## src/rtl/aclk_controller.sv

```systemverilog
// ---------------------------------------------------------------------------
// aclk_controller
//
// Purpose:
//   Moore FSM for an alarm clock front panel. It sequences keypad digit entry
//   (one shift strobe per key press), commits the entered digits to either the
//   alarm register or the time counter, shows the stored alarm while the alarm
//   button is held, and abandons digit entry after TIMEOUT_SEC idle seconds.
//
// Handshake / strobe semantics:
//   There is no valid/ready pair here. Every input is a level or a one-cycle
//   pulse sampled on the rising clock edge. Every output is decoded from the
//   registered state only, so an input sampled at edge N shows up on the
//   outputs just after edge N. shift, load_new_a, load_new_c and reset_count
//   are one-cycle strobes; downstream logic acts on them at the next edge.
//
// Ports:
//   clock         in   system clock, rising edge
//   reset         in   synchronous, active-high reset
//   one_second    in   one-cycle pulse once per second
//   key           in   [3:0] keypad code, NOKEY = idle, anything else = digit
//   alarm_button  in   level, alarm button held
//   time_button   in   level, time button held
//   show_alarm    out  display shows the stored alarm time
//   show_new_time out  display shows the digits being entered
//   shift         out  strobe: key register shifts in the current key
//   load_new_a    out  strobe: alarm register loads the entered digits
//   load_new_c    out  strobe: time counter loads the entered digits
//   reset_count   out  strobe: seconds prescaler clears
//   state_o       out  [2:0] current FSM state, for debug and checkers
// ---------------------------------------------------------------------------
module aclk_controller #(
    parameter logic [3:0] NOKEY       = 4'd10,
    parameter int         TIMEOUT_SEC = 10
) (
    input  logic       clock,
    input  logic       reset,
    input  logic       one_second,
    input  logic [3:0] key,
    input  logic       alarm_button,
    input  logic       time_button,
    output logic       show_alarm,
    output logic       show_new_time,
    output logic       shift,
    output logic       load_new_a,
    output logic       load_new_c,
    output logic       reset_count,
    output logic [2:0] state_o
);

    // State encoding
    localparam logic [2:0] SHOW_TIME        = 3'd0;
    localparam logic [2:0] KEY_STORED       = 3'd1;
    localparam logic [2:0] KEY_WAITED       = 3'd2;
    localparam logic [2:0] KEY_ENTRY        = 3'd3;
    localparam logic [2:0] SHOW_ALARM       = 3'd4;
    localparam logic [2:0] SET_ALARM_TIME   = 3'd5;
    localparam logic [2:0] SET_CURRENT_TIME = 3'd6;

    // Idle-seconds counter sized to hold the value TIMEOUT_SEC itself.
    localparam int         CNT_W    = $clog2(TIMEOUT_SEC + 1);
    localparam logic [CNT_W-1:0] CNT_LAST = CNT_W'(TIMEOUT_SEC - 1);
    localparam logic [CNT_W-1:0] CNT_MAX  = CNT_W'(TIMEOUT_SEC);

    logic [2:0]       state_q, state_d;
    logic [CNT_W-1:0] cnt_q, cnt_d;
    logic             timed_state;
    logic             key_pressed;
    logic             timeout;

    assign key_pressed = (key != NOKEY);
    assign timed_state = (state_q == KEY_WAITED) || (state_q == KEY_ENTRY);

    // The TIMEOUT_SEC-th pulse seen in a timed state ends entry on that edge.
    assign timeout = timed_state && one_second && (cnt_q == CNT_LAST);

    // Next-state logic
    always_comb begin
        state_d = state_q;
        case (state_q)
            SHOW_TIME: begin
                if (alarm_button)     state_d = SHOW_ALARM;
                else if (key_pressed) state_d = KEY_STORED;
            end
            // Leaves after exactly one cycle so each press shifts once.
            KEY_STORED: state_d = KEY_WAITED;
            // A held key parks here and never re-shifts.
            KEY_WAITED: begin
                if (!key_pressed)     state_d = KEY_ENTRY;
                else if (timeout)     state_d = SHOW_TIME;
            end
            // Buttons beat a new key, and everything beats the timeout.
            KEY_ENTRY: begin
                if (alarm_button)     state_d = SET_ALARM_TIME;
                else if (time_button) state_d = SET_CURRENT_TIME;
                else if (key_pressed) state_d = KEY_STORED;
                else if (timeout)     state_d = SHOW_TIME;
            end
            SHOW_ALARM: begin
                if (!alarm_button)    state_d = SHOW_TIME;
            end
            SET_ALARM_TIME:   state_d = SHOW_TIME;
            SET_CURRENT_TIME: state_d = SHOW_TIME;
            default:          state_d = SHOW_TIME;
        endcase
    end

    // Counter: runs only while staying in one timed state. Any state change,
    // including WAITED<->ENTRY and entry from KEY_STORED, restarts it at 0.
    always_comb begin
        cnt_d = cnt_q;
        if ((state_d != state_q) ||
            !((state_d == KEY_WAITED) || (state_d == KEY_ENTRY))) begin
            cnt_d = '0;
        end else if (one_second && (cnt_q != CNT_MAX)) begin
            cnt_d = cnt_q + 1'b1;
        end
    end

    always_ff @(posedge clock) begin
        if (reset) begin
            state_q <= SHOW_TIME;
            cnt_q   <= '0;
        end else begin
            state_q <= state_d;
            cnt_q   <= cnt_d;
        end
    end

    // Moore output decode from registered state only.
    always_comb begin
        show_alarm    = 1'b0;
        show_new_time = 1'b0;
        shift         = 1'b0;
        load_new_a    = 1'b0;
        load_new_c    = 1'b0;
        reset_count   = 1'b0;
        case (state_q)
            KEY_STORED: begin
                shift         = 1'b1;
                show_new_time = 1'b1;
            end
            KEY_WAITED:       show_new_time = 1'b1;
            KEY_ENTRY:        show_new_time = 1'b1;
            SHOW_ALARM:       show_alarm    = 1'b1;
            SET_ALARM_TIME:   load_new_a    = 1'b1;
            SET_CURRENT_TIME: begin
                load_new_c    = 1'b1;
                reset_count   = 1'b1;
            end
            default: ;
        endcase
    end

    assign state_o = state_q;

endmodule
```

## config.mk

```make
export PLATFORM = sky130hd
export DESIGN_NAME = aclk_controller
export DESIGN_NICKNAME = d
export VERILOG_FILES = /design/src/rtl/aclk_controller.sv
export SDC_FILE = /design/constraint.sdc
export NUM_CORES = 1
export LEC_CHECK = 0
export CAP_MARGIN = 20
export CORE_AREA = 10 10 47 49
export DETAILED_ROUTE_END_ITERATION = 16
export DIE_AREA = 0 0 57 59
export GPL_TIMING_DRIVEN = 0
export PLACE_DENSITY_LB_ADDON = 0.12
export SETUP_SLACK_MARGIN = 0.3
export SYNTH_ARGS = -nofsm -noshare
export SYNTH_HDL_FRONTEND = slang
export SYNTH_SLANG_ARGS = --single-unit
```

## constraint.sdc

```tcl
create_clock -name clock -period 2.3 [get_ports clock]
set_clock_uncertainty 0.2 [all_clocks]
set_input_delay 0.46 -clock clock [delete_from_list [all_inputs] [get_ports clock]]
set_output_delay 0.46 -clock clock [all_outputs]
set_load 0.02 [all_outputs]
```

Figure 1. Placed cells, one color a class (run 1).
Scale: 6 px per µm.
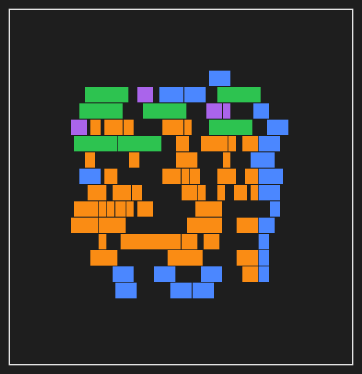
Key: purple = clock drivers and dummy loads [cells 4, share of their area 3.7%]; green = sequential cells [cells 7, share of their area 19%]; blue = remaining buffers and delay cells [cells 21, share of their area 26%]; orange = combinational and other logic [cells 46, share of their area 51%]
Design Area, Final: 739 µm²
sequential share of cell area: 19.0%

Figure 2. Cell outlines without signal wires (run 1).
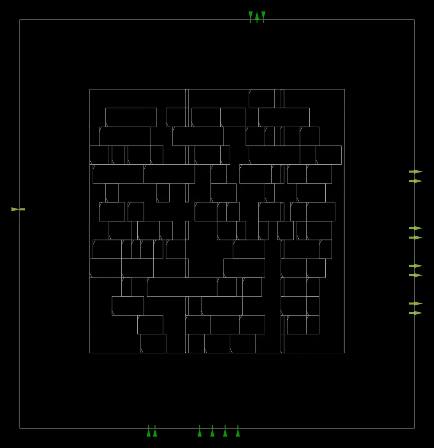
core box area: 1400 µm²
Finished Layout Cells: 94

Figure 3. Wires at chosen ports, followed through buffers (run 1).
Scale: 4 px per µm.
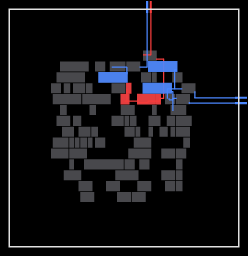
Key: blue = state_o [bits 3, direction output, end cells 3, buffers 3, wire 64.1 µm]; red = reset [bits 1, direction input, end cells 4, buffers 1, wire 39.0 µm]
I/O pins: 18
number of buffers added on ports: 17

==> flow_summary.yaml, run 1 <==
# physical design summary
pwr:
  maxPowerGroup: "combinational cells"
  comb_power_mw: 0.391
  p_switching_mw: 0.267
  pg_seq_mw: 0.153
  power_density_nw_per_um2: 886
  p_clk_share_pct: 16.8
  p_leak_nw: 0.287
  p_int_mw: 0.388
  powerClk_mw: 0.110
  ir_drop_mv: 0.463
  p_comb_share_pct: 59.8
  seqPwrFrac_pct: 23.4
worst_setup_path:
  crit_fanout: 10
  crit_path_start_kind: "register"
  end_kind: "primary output"
  crit_family: "buffers and inverters"
  cp.required_ns: 1.64
  cp.depth: 4
  cp.arrival_ns: 1.24
  crit_chain: "buf_6 > nor2_2 > and2_1 > clkdlybuf4s15_2"
  max_stage_delay_ns: 0.31
  setup.worst_path.end: "show_alarm"
  crit_buf_inv: 2
  crit_path_top_delay_cell: "dfxtp_1"
  reg2regPathDepth: 6
  startpoint: "state_o[0]"
run:
  warning_count: 29
  drv_cap: 0
grt:
  met2_usage_pct: 12.7
  grt_start_max_net_pins: 11
  grtUsageMet3_pct: 3.86
  use_met1_pct: 7.72
  antenna_found_initial: 0
  grt_pass1_wl_mm: 2.10
  first_global_vias: 493
  grt_overflow: 0
  grt.busiest_layer: "met2"
  grt_usage_pct: 7.39
cells_and_area:
  logic_area_um2: 353
  nNetsFinal: 91
  lay_top_cells: "clkdlybuf4s50_1, dfxtp_1, nor2_1"
  layout_top_cell: "clkdlybuf4s50_1"
  final.clkbuf_count: 4
  nMultiInputCombCells: 43
  diodes: 0
  comb_share_pct: 47.7
  regMostFlops: "cnt_q"
  seqCellArea_um2: 140
  n_all_buffers: 21
  inverters_excl_clock: 3
  flops: 7
  dominant_cells: "logic gates"
  largest_register_ffs: 4
  area_delta_synth_final_pct: 37.8
  n_fill_cell: 155
timing:
  finalClockPeriodUsage_pct: 82.5
  max_slew_margin_pct: 72.2
  fmax_mhz: 527
  hold_viol_final: 0
  rsz0062_at_grt: "no"
  setup-violations-final: 0
  fin_tns_setup_ns: 0
  fin_crit_ns: 1.90
  tightest_slew_ns: 0.417
  slew_violations: 0
synth:
  synthCells: 57
  ys_async_sr_fraction_pct: 0
  synthAoiAreaFrac_pct: 18.4
  ys_area_um2: 537
  synthMuxAreaShare_pct: 3.96
  yosys_cells: 57
  synth-main-ff-cell: "dfxtp_1"
  syn_area_um2: 537
  ys_warn_count: 0
  syn_area_per_cell_um2: 9.42
  edf_count: 0
  synth.net_count: 69
  synth-seq-area-share_pct: 26.1
  yosys.area_share.adder_pct: 6.99
  ys_top_logic_family: "simple AND/OR/NAND/NOR gates"
  ys_top_cells_by_area: "dfxtp_1, ha_1, nand4bb_4"
  synth-seq-cells: 7
  largest_area_cell: "dfxtp_1"
  ys_types: 31
routing:
  dr.max_layer_used: "met3"
  dr_wl_met2_um: 614
  wl_per_cell_um: 12.6
  wl_met1_um: 472
  drt_iter0_drc: 2
  drc: 0
  ant_nets: 0
  routed_wl_mm: 1.18
  vias: 488
  met3WireLength_um: 95
floorplanning:
  initCoreUtil_pct: 38.3
  die_y_um: 59
  chipArea_um2: 3360
  die_width_um: 57
  nWellTaps: 16
  row_count: 14
clock_tree:
  clk_pin_slew_worst_paths_ns: 0.05
  cts_tree: "built"
  postCtsHoldBufs: 0
  clock_path_buffers: 2
  cts_setup_buffers: 0
  cts_resized: 9
  cts-buffers-inserted: 3
  root_buffer: "clkbuf_4"
  clock-sinks: 7
placed_design:
  gp_congestion: 0.661
  place_hpwl_um: 967
  placed_area_um2: 727
run_status:
  outcome: "finished, final reports clean"
worst_hold_path:
  holdCritPathClass: "register to register"
  hold_end: "cnt_q[2]"
  hold_path_depth: 2
  hold_start: "cnt_q[2]"
[run 1: per-stage QoR]
| stage | hold WS (ns) | utilization, % | setup slack (ns) | power (mW) | instances |
|---|---|---|---|---|---|
| CTS | 0.379 | 53.5 | 0.202 | 0.659 | 94 |
| finish | 0.376 | 52.8 | 0.402 | 0.655 | 94 |
| global route | 0.414 | 52.8 | 0.300 | 0.711 | 94 |
| detailed placement | 0.372 | 51.9 | 0.205 | 0.563 | 90 |
| floorplan | 0.325 | - | 0.500 | 0.428 | 57 |
| global placement | 0.375 | 51.9 | 0.212 | 0.560 | 90 |
Figure 4. Local utilization (run 1).
Scale: 6 px per µm. 11 x 12 tiles, from dark blue (low) to red (high), 0 to 100% covered.
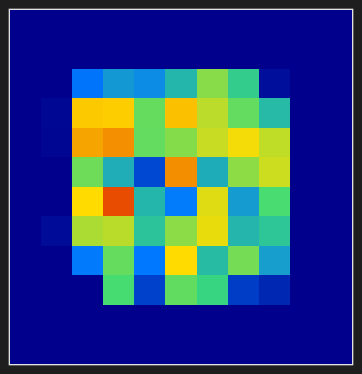

==> run 1 -> run 2 <==
Clock period 2.3 ns to 1.8 ns, I/O delays scaled along.
Figure 5. Local utilization (run 2).
Scale: 6 px per µm. 11 x 12 tiles, from dark blue (low) to red (high), 0 to 100% covered.
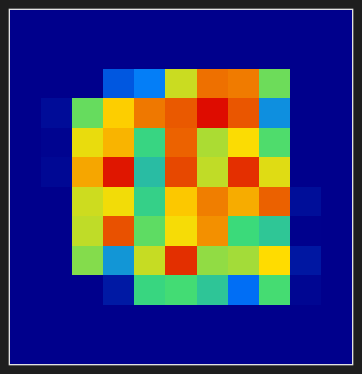
The mean over all tiles is 27%. The emptiest ninth of the die: south-west. 15% of the tiles are over 75% full. 57% of the tiles are nearly empty. The fullest tile reaches 99%. The densest ninth of the die: center.
FP Util: 38.3%
Util after Layout: 66.3%

==> flow_summary.yaml, run 2 <==
# physical design summary
timing:
  fin_tns_setup_ns: 0
  hold_slack_ns: 0.382
  slew_violations: 0
  fin_crit_ns: 1.73
  fmax_mhz: 577
  setup_slack_ns: 0.0681
  hold_viol_final: 0
  rsz0062_at_grt: "yes"
  tightest_slew_ns: 0.409
cells_and_area:
  n_all_buffers: 33
  final.clkbuf_count: 4
  comb_share_pct: 43.6
  largest_register_ffs: 4
  lay_top_cells: "buf_6, buf_4, dlygate4sd2_1"
  nNetsFinal: 103
  logic_area_um2: 405
  regMostFlops: "cnt_q"
  flops: 7
  dominant_cells: "logic gates"
  diodes: 0
  area_delta_synth_final_pct: 73.2
synth:
  ys_top_cells_by_area: "dfxtp_1, ha_1, nand4bb_4"
  synth.net_count: 69
  ys_area_um2: 537
  yosys_cells: 57
  ys_warn_count: 0
  edf_count: 0
  ys_async_sr_fraction_pct: 0
  synthMuxAreaShare_pct: 3.96
  synthCells: 57
  ys_top_logic_family: "simple AND/OR/NAND/NOR gates"
  synth-main-ff-cell: "dfxtp_1"
  syn_area_um2: 537
  syn_area_per_cell_um2: 9.42
routing:
  wl_per_cell_um: 13.2
  met3WireLength_um: 107
  drt_iter0_drc: 5
  wl_met1_um: 567
  vias: 532
  dr_wl_met2_um: 718
  dr.max_layer_used: "met4"
  drc: 0
  ant_nets: 0
clock_tree:
  clock_path_buffers: 2
  postCtsHoldBufs: 0
  clk_pin_slew_worst_paths_ns: 0.05
  clock-sinks: 7
  root_buffer: "clkbuf_4"
  cts-buffers-inserted: 3
worst_setup_path:
  cp.arrival_ns: 1.17
  startpoint: "state_o[0]"
  crit_fanout: 8
  crit_chain: "buf_8 > and3b_2 > buf_6 > buf_6"
  crit_family: "flip-flops"
  reg2regPathDepth: 7
  cp.required_ns: 1.24
  max_stage_delay_ns: 0.35
  crit_path_start_kind: "register"
placed_design:
  placed_area_um2: 747
  port_buffers: 17
  place_hpwl_um: 964
pwr:
  p_switching_mw: 0.441
  maxPowerGroup: "combinational cells"
  p_int_mw: 0.706
  comb_power_mw: 0.801
  powerClk_mw: 0.137
  p_clk_share_pct: 12.0
  p_leak_nw: 0.400
  seqPwrFrac_pct: 18.2
grt:
  grt_overflow: 0
  grt_usage_pct: 9.31
  grt_pass1_wl_mm: 2.57
  grt_start_max_net_pins: 9
  first_global_vias: 583
floorplanning:
  core_um2: 1400
  io_pins: 18
run:
  drv_cap: 0
  warning_count: 30
worst_hold_path:
  holdCritPathClass: "input port to register"
run_status:
  outcome: "finished, final reports clean"
Figure 6. Placed cells, one color a class (run 2).
Scale: 6 px per µm.
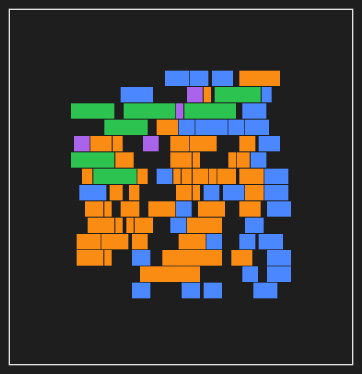
Key: green = sequential cells [cells 7, share of their area 16%]; orange = combinational and other logic [cells 46, share of their area 46%]; blue = remaining buffers and delay cells [cells 33, share of their area 35%]; purple = clock drivers and dummy loads [cells 4, share of their area 2.9%]
sequential share of cell area: 16.0%
Placement Rows: 14
Design Area, Final: 930 µm²

-- run 2: how the worst min path moves through the flow --
stage	from	end	depth (start not counted)
2_1_floorplan	reset	state_o[1]	1
3_3_place_gp	state_o[2]	state_o[1]	2
3_5_place_dp	cnt_q[2]	cnt_q[2]	2
4_1_cts	cnt_q[2]	cnt_q[2]	2
5_1_grt	cnt_q[3]	cnt_q[3]	2
6_report	one_second	cnt_q[0]	4
-- run 2: repair_timing --
item,4_1_cts,5_1_grt
setup buffers,11,1
endpoints found under the setup margin,15,14
cloned,0,0
gates resized,51,13
pin swaps,7,4
-- run 2: per-layer routing --
layer,GRT usage (%),vias to the layer above
li1,-,272
met1,10.0,243
met2,15.7,15
met3,5.15,2
met4,2.01,0
met5,0,-
==> run 2 -> run 3 <==
Settings changed: CORE_AREA 10 10 47 49 to 2 2 39 41, DIE_AREA 0 0 57 59 to 0 0 41 43.
Clock period 1.8 ns to 1.9 ns, I/O delays scaled along.
Figure 7. Wires at chosen ports, followed through buffers (run 3).
Scale: 6 px per µm.
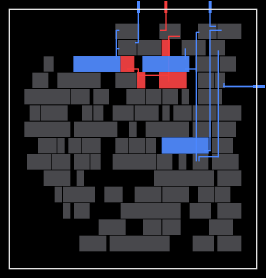
Key: red = reset [bits 1, direction input, end cells 4, buffers 1, wire 22.3 µm]; blue = state_o [bits 3, direction output, end cells 3, buffers 4, wire 90.0 µm]

Figure 8. The metal 1 layer (run 3).
Scale: 12 px per µm. Supply wires on this layer in gray.
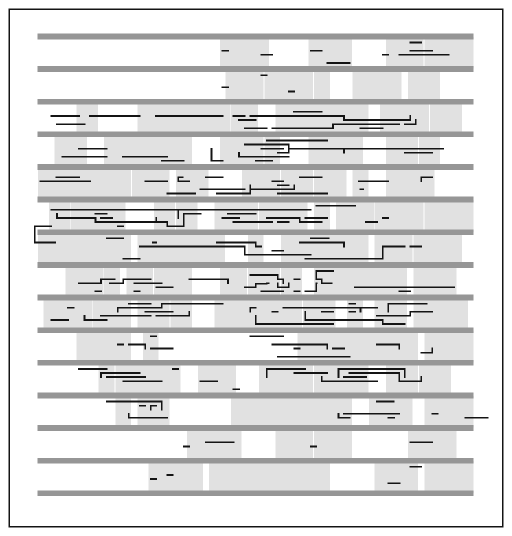
The layer holds 33% of the routed length. The wires run mostly horizontal.
routed wire length: 1.35 mm
via count: 577
met1 Use GR: 15.4%

==> flow_summary.yaml, run 3 <==
# physical design summary
worst_setup_path:
  crit_path_start_kind: "register"
  crit_fanout: 5
  crit_family: "buffers and inverters"
  max_stage_delay_ns: 0.33
  startpoint: "state_o[2]"
  cp.required_ns: 1.32
  reg2regPathDepth: 6
  crit_chain: "buf_6 > and3b_2 > buf_6 > buf_6"
  cp.arrival_ns: 1.16
grt:
  met2_usage_pct: 31.9
  first_global_vias: 521
  grt_usage_pct: 17.5
  grt_pass1_wl_mm: 2.04
  grtUsageMet3_pct: 8.38
  grt.busiest_layer: "met2"
  grt_overflow: 0
  grt_start_max_net_pins: 8
synth:
  synth-main-ff-cell: "dfxtp_1"
  ys_warn_count: 0
  synth-seq-cells: 7
  ys_top_logic_family: "simple AND/OR/NAND/NOR gates"
  ys_top_cells_by_area: "dfxtp_1, ha_1, nand4bb_4"
  synthCells: 57
  ys_area_um2: 537
  syn_area_per_cell_um2: 9.42
  largest_area_cell: "dfxtp_1"
  ys_async_sr_fraction_pct: 0
  synth-seq-area-share_pct: 26.1
  synthMuxAreaShare_pct: 3.96
  syn_area_um2: 537
  yosys_cells: 57
  synth.net_count: 69
  edf_count: 0
worst_hold_path:
  hold_start: "cnt_q[1]"
  holdCritPathClass: "register to register"
  hold_path_depth: 3
  hold_end: "cnt_q[1]"
cells_and_area:
  n_all_buffers: 31
  seq_share_pct: 15.7
  final.clkbuf_count: 4
  nNetsFinal: 101
  largest_register_ffs: 4
  fin_util_pct: 67.5
  diodes: 0
  flops: 7
  comb_share_pct: 45.9
  dominant_cells: "logic gates"
  lay_top_cells: "buf_6, buf_4, dfxtp_2, dlygate4sd2_1"
  finalNonFillerCells: 104
  area_delta_synth_final_pct: 74.1
  logic_area_um2: 429
  finalInstanceArea_um2: 935
  regMostFlops: "cnt_q"
timing:
  fin_crit_ns: 1.74
  hold_viol_final: 0
  fmax_mhz: 576
  rsz0062_at_grt: "yes"
  hold_slack_ns: 0.400
  slew_violations: 0
  tightest_slew_ns: 0.372
  setup_slack_ns: 0.164
  fin_tns_setup_ns: 0
floorplanning:
  initCoreUtil_pct: 38.8
  core_um2: 1380
  row_count: 14
  io_pins: 18
  nWellTaps: 16
  die_width_um: 41
run_status:
  outcome: "finished, final reports clean"
routing:
  dr_wl_met2_um: 785
  dr.pass1.iters: 4
  wl_met1_um: 439
  wl_per_cell_um: 13.0
  drc: 0
  drt_iter0_drc: 3
  ant_nets: 0
  met3WireLength_um: 94
  dr.max_layer_used: "met4"
clock_tree:
  clk_pin_slew_worst_paths_ns: 0.06
  cts-buffers-inserted: 3
  clock-sinks: 7
  root_buffer: "clkbuf_4"
  cts_tree: "built"
  clock_path_buffers: 2
run:
  drv_cap: 0
  warning_count: 30
pwr:
  power_density_nw_per_um2: 1140
  p_leak_nw: 0.410
placed_design:
  port_buffers: 17
  placed_area_um2: 737
  place_hpwl_um: 812
==> run 3: cell families (layout without fill, tap and decap cells) <==
group           count (synthesis)  after routing
mux                             2              2
simple gates                   24             24
compound gates                 11             11
fa+ha+maj                       3              3
xor+xnor                        3              3
flops                           7              7
buf+inv                         7             38
==> run 3: what timing repair did <==
item / CTS / global route
pin swaps: 11 / 8
hold endpoints to repair: 0 / 0
resized: 50 / 21
setup endpoints to repair: 14 / 13
buffers inserted: 6 / 4
hold buffers: 0 / 0
gates cloned: 0 / 0
==> run 3: power by group <==
group | total, mW | internal (mW) | switching [mW]
Combinational | 0.734 | 0.379 | 0.355
Sequential | 0.191 | 0.174 | 0.0171
Clock | 0.137 | 0.0802 | 0.0567
Power and IR drop assume default switching activity.
